$ cat config.mk
export PLATFORM = sky130hd
export DESIGN_NAME = switch_debouncer
export DESIGN_NICKNAME = d
export VERILOG_FILES = /design/src/rtl/switch_debouncer.sv
export SDC_FILE = /design/constraint.sdc
export NUM_CORES = 1
export LEC_CHECK = 0
export ABC_AREA = 1
export CORE_UTILIZATION = 60
export CTS_CLUSTER_DIAMETER = 40
export DETAILED_ROUTE_END_ITERATION = 8
export GPL_TIMING_DRIVEN = 0
export PLACE_DENSITY = 0.78
export SLEW_MARGIN = 25
export SYNTH_ARGS = -nofsm -noshare
export SYNTH_HDL_FRONTEND = slang
export SYNTH_SLANG_ARGS = --single-unit
$ cat constraint.sdc
create_clock -name clk -period 4.7 [get_ports clk]
set_input_delay 0.705 -clock clk [delete_from_list [all_inputs] [get_ports clk]]
set_output_delay 0.705 -clock clk [all_outputs]
set_load 0.05 [all_outputs]
$ cat src/rtl/switch_debouncer.sv
`default_nettype none
// +----------------------------------------------------------------------------+
// | switch_debouncer: 2-FF sync + per-bit counter debounce with change strobes |
// | Rev 1.0                                                                    |
// +----------------------------------------------------------------------------+
module switch_debouncer #(
  parameter int WIDTH           = 8,
  parameter int DEBOUNCE_CYCLES = 1000000,
  parameter int CNT_W           = 20
) (
  input  logic             clk,
  input  logic             rst_n,
  input  logic [WIDTH-1:0] swt_raw,
  output logic [WIDTH-1:0] swt,
  output logic [WIDTH-1:0] swt_rise,
  output logic [WIDTH-1:0] swt_fall,
  output logic             swt_changed
);

  localparam logic [CNT_W-1:0] CNT_MAX = CNT_W'(DEBOUNCE_CYCLES - 1);

  logic [WIDTH-1:0] s1_q, s2_q;
  logic [WIDTH-1:0] swt_q, swt_d;
  logic [WIDTH-1:0] rise_q, rise_d;
  logic [WIDTH-1:0] fall_q, fall_d;
  logic             changed_q, changed_d;
  logic [CNT_W-1:0] cnt_q [WIDTH];
  logic [CNT_W-1:0] cnt_d [WIDTH];

  // Any sample agreeing with the accepted level discards the partial count.
  always_comb begin
    swt_d  = swt_q;
    rise_d = '0;
    fall_d = '0;
    cnt_d  = cnt_q;
    for (int i = 0; i < WIDTH; i++) begin
      if (s2_q[i] == swt_q[i]) begin
        cnt_d[i] = '0;
      end else if (cnt_q[i] == CNT_MAX) begin
        swt_d[i]  = s2_q[i];
        rise_d[i] = s2_q[i];
        fall_d[i] = ~s2_q[i];
        cnt_d[i]  = '0;
      end else begin
        cnt_d[i] = cnt_q[i] + 1'b1;
      end
    end
    changed_d = |{rise_d, fall_d};
  end

  always_ff @(posedge clk or negedge rst_n) begin
    if (!rst_n) begin
      s1_q      <= '0;
      s2_q      <= '0;
      swt_q     <= '0;
      rise_q    <= '0;
      fall_q    <= '0;
      changed_q <= 1'b0;
      for (int i = 0; i < WIDTH; i++) cnt_q[i] <= '0;
    end else begin
      s1_q      <= swt_raw;
      s2_q      <= s1_q;
      swt_q     <= swt_d;
      rise_q    <= rise_d;
      fall_q    <= fall_d;
      changed_q <= changed_d;
      cnt_q     <= cnt_d;
    end
  end

  assign swt         = swt_q;
  assign swt_rise    = rise_q;
  assign swt_fall    = fall_q;
  assign swt_changed = changed_q;

endmodule
`default_nettype wire

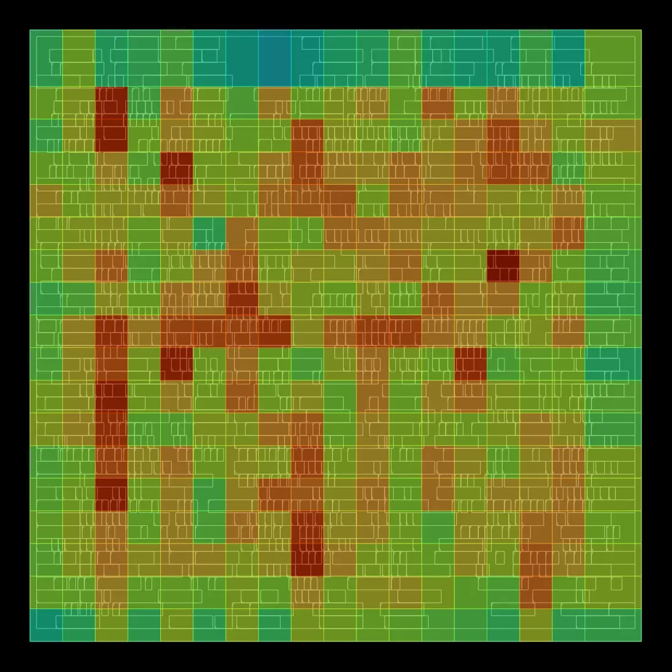
(images/congestion.png)
Most Crowded Layer GR: met2
Tot GR Track Use: 23.5%
met1 Track Usage GR: 30.8%
final core utilization: 71.9%

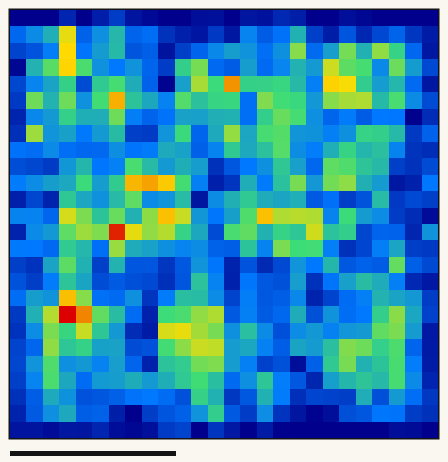
(images/metal_density.png)
The bar under the picture is 50 µm long. The die is cut into 26 by 26 equal tiles; dark blue is low, red is high, scaled to the fullest tile. Values are wire area over tile area, all layers added.
16% of the tiles are over half the peak. 4.6% of the tiles are nearly empty. The mean over all tiles is 0.18. The fullest tile reaches 0.58.
via count: 7,637
total detailed-routing wirelength: 18.5 mm
routed wirelength normalized by instance count: 12.4 µm

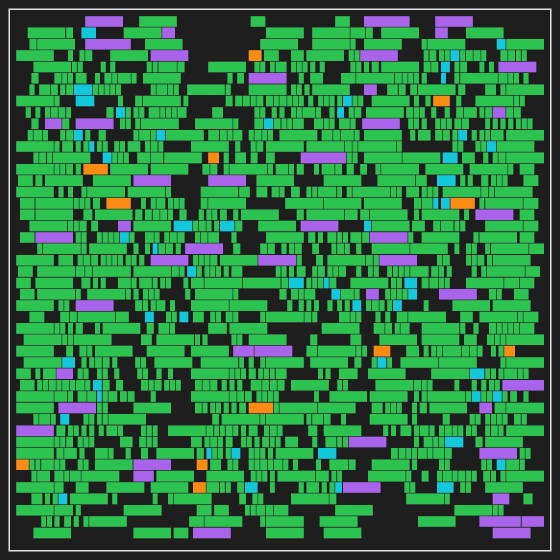
(images/sizes.png)
Key: cyan = _2 cells [cells 53]; green = _0 and _1 cells [cells 1,155]; orange = _3 and _4 cells [cells 12]; purple = _6 and larger [cells 47]
Area Overhead vs Synth: 17.2%
Final Worst Setup Slack: 2.24 ns

==> flow.log <==
[report] implementation figures
[metrics] Congestion Overflow GR: 0
[metrics] async set-reset flop share out of synthesis: 100%
[metrics] detailed-route vias per instance: slightly above 5
[metrics] number of buffers created by CTS: 29
[metrics] worst-case vdd ir drop: 350 µV
[metrics] number of sinks driven by the clock tree: 201
[metrics] Req. time, crit path: around 4 ns
[metrics] top-area cell type share of the netlist area: 51.8%
[metrics] hold violation total from the final report: 0
[metrics] number of antenna violations at the first check in global routing: 0
[metrics] clock buf count: 35
[metrics] number of global-route vias before repair: approximately 7,300
[metrics] full die area: 16,700 µm²
[metrics] top routing layer in use: met4
[metrics] most flop-heavy register: cnt_q
[metrics] compound-cell area share of the yosys netlist: 8.53%
[metrics] source of the critical timing path: swt[7]
[metrics] detailed-routed wire length on met3: 776 µm
[metrics] WL met1: 8.49 mm
[metrics] most instantiated library cell after synthesis: sky130_fd_sc_hd__nand2_1
[metrics] CTS tree: done
[metrics] CP Buf/Inv Count: 1
[metrics] pin count of the biggest net entering global routing: ~96
[metrics] register-to-register setup slack: 2.82 ns
[metrics] clock-pin slew reported for the worst setup and hold paths after clock tree synthesis: 0.06 ns
[metrics] accumulated negative setup slack: 0 ns
[metrics] post-synth tally of flip-flops with integrated enable: 0
[metrics] x dimension of the die: 129 µm
[metrics] FP Util: 61.4%
[metrics] post-synthesis cell area: 9710 µm²
[metrics] Multi-In Gates: 785
[metrics] Critical Path Fanout Max: 4
[metrics] Critical Path Sink: swt[7]
[metrics] per-instance average area after synthesis: 8.25 µm²
[metrics] commonest cells in the netlist: sky130_fd_sc_hd__nand2_1 (210), sky130_fd_sc_hd__nor2_1 (209), sky130_fd_sc_hd__dfrtp_1 (201)
[metrics] clock-cell share of area: 8.76%
[metrics] group drawing the most power: the clock network
[metrics] multi-input logic portion of the cell area: a little over a third
[metrics] met2 layer usage reported by global route: 40.6%
[metrics] dominant kind of cell by area: sequential cells
[metrics] Bufs on Longest Clock Path: 3
[metrics] drt pass-1 iters: 5
[metrics] MI comb area: 3960 µm²
[metrics] #FFs+latches synth: about 200
[metrics] sequential cells: 201
[metrics] combinational power: 0.000119 W
[metrics] met3 routing resource usage after global routing: 3.92%
[metrics] tally of unique sky130hd cells used after synthesis: 38
[metrics] instance area after placement: 10,400 µm²
[metrics] sequential cell fraction of total power: approximately 43%
[metrics] Synthesized Nets: approximately 1,200
[metrics] worst endpoint data arrival time: 1.75 ns
[metrics] run status: finished clean
[metrics] setup slack at placement: 2.78 ns
[metrics] CTS HTree Levels: 1
[metrics] Adder Area Share: 1.03%
[metrics] # placed instances: about 1,400
[metrics] worst slew margin relative to its limit: between 50 and 60%
[metrics] non-filler cells in the finished layout: 1,483
[metrics] Max Transition Viols Final: 0
[metrics] origin of the critical flop-to-flop path: cnt_q[0]
[metrics] count of input and output buffers: 34
[metrics] root buffer selected by CTS: sky130_fd_sc_hd__clkbuf_16
[metrics] kind of start point of the critical path: register
[metrics] cell internal pwr: around 0.0032 W
[metrics] cell total in the yosys stat output: 1,177
[cell usage in the layout (no fill, tap or decap), types with 3 or more instances in the layout]
| master | n |
|---|---|
| sky130_fd_sc_hd__a21oi_2 | 3 |
| sky130_fd_sc_hd__a21oi_1 | 63 |
| sky130_fd_sc_hd__clkbuf_16 | 29 |
| sky130_fd_sc_hd__a211oi_1 | 9 |
| sky130_fd_sc_hd__ha_1 | 8 |
| sky130_fd_sc_hd__nor4_2 | 3 |
| sky130_fd_sc_hd__xnor2_1 | 13 |
| sky130_fd_sc_hd__nand4_1 | 18 |
| sky130_fd_sc_hd__xor2_1 | 27 |
| sky130_fd_sc_hd__nand3_1 | 58 |
| sky130_fd_sc_hd__nor3_2 | 4 |
| sky130_fd_sc_hd__dfrtp_1 | 201 |
| sky130_fd_sc_hd__nor2_1 | 209 |
| sky130_fd_sc_hd__o31ai_1 | 3 |
| sky130_fd_sc_hd__nand3b_1 | 4 |
| sky130_fd_sc_hd__nor3b_1 | 17 |
| sky130_fd_sc_hd__o21a_1 | 11 |
| sky130_fd_sc_hd__clkdlybuf4s50_1 | 33 |
| sky130_fd_sc_hd__nand2_2 | 4 |
| sky130_fd_sc_hd__inv_1 | 181 |
| sky130_fd_sc_hd__inv_8 | 3 |
| sky130_fd_sc_hd__a31oi_1 | 14 |
| sky130_fd_sc_hd__clkinv_4 | 3 |
| sky130_fd_sc_hd__o21ai_0 | 31 |
| sky130_fd_sc_hd__nor3_1 | 33 |
| sky130_fd_sc_hd__inv_6 | 7 |
| sky130_fd_sc_hd__nor2_2 | 24 |
| sky130_fd_sc_hd__nand2_1 | 210 |
| sky130_fd_sc_hd__bufinv_16 | 3 |
| sky130_fd_sc_hd__inv_2 | 7 |
| sky130_fd_sc_hd__clkbuf_1 | 4 |
| sky130_fd_sc_hd__nor4_1 | 3 |
No activity file was given, so power comes from the tool's default toggle rates.
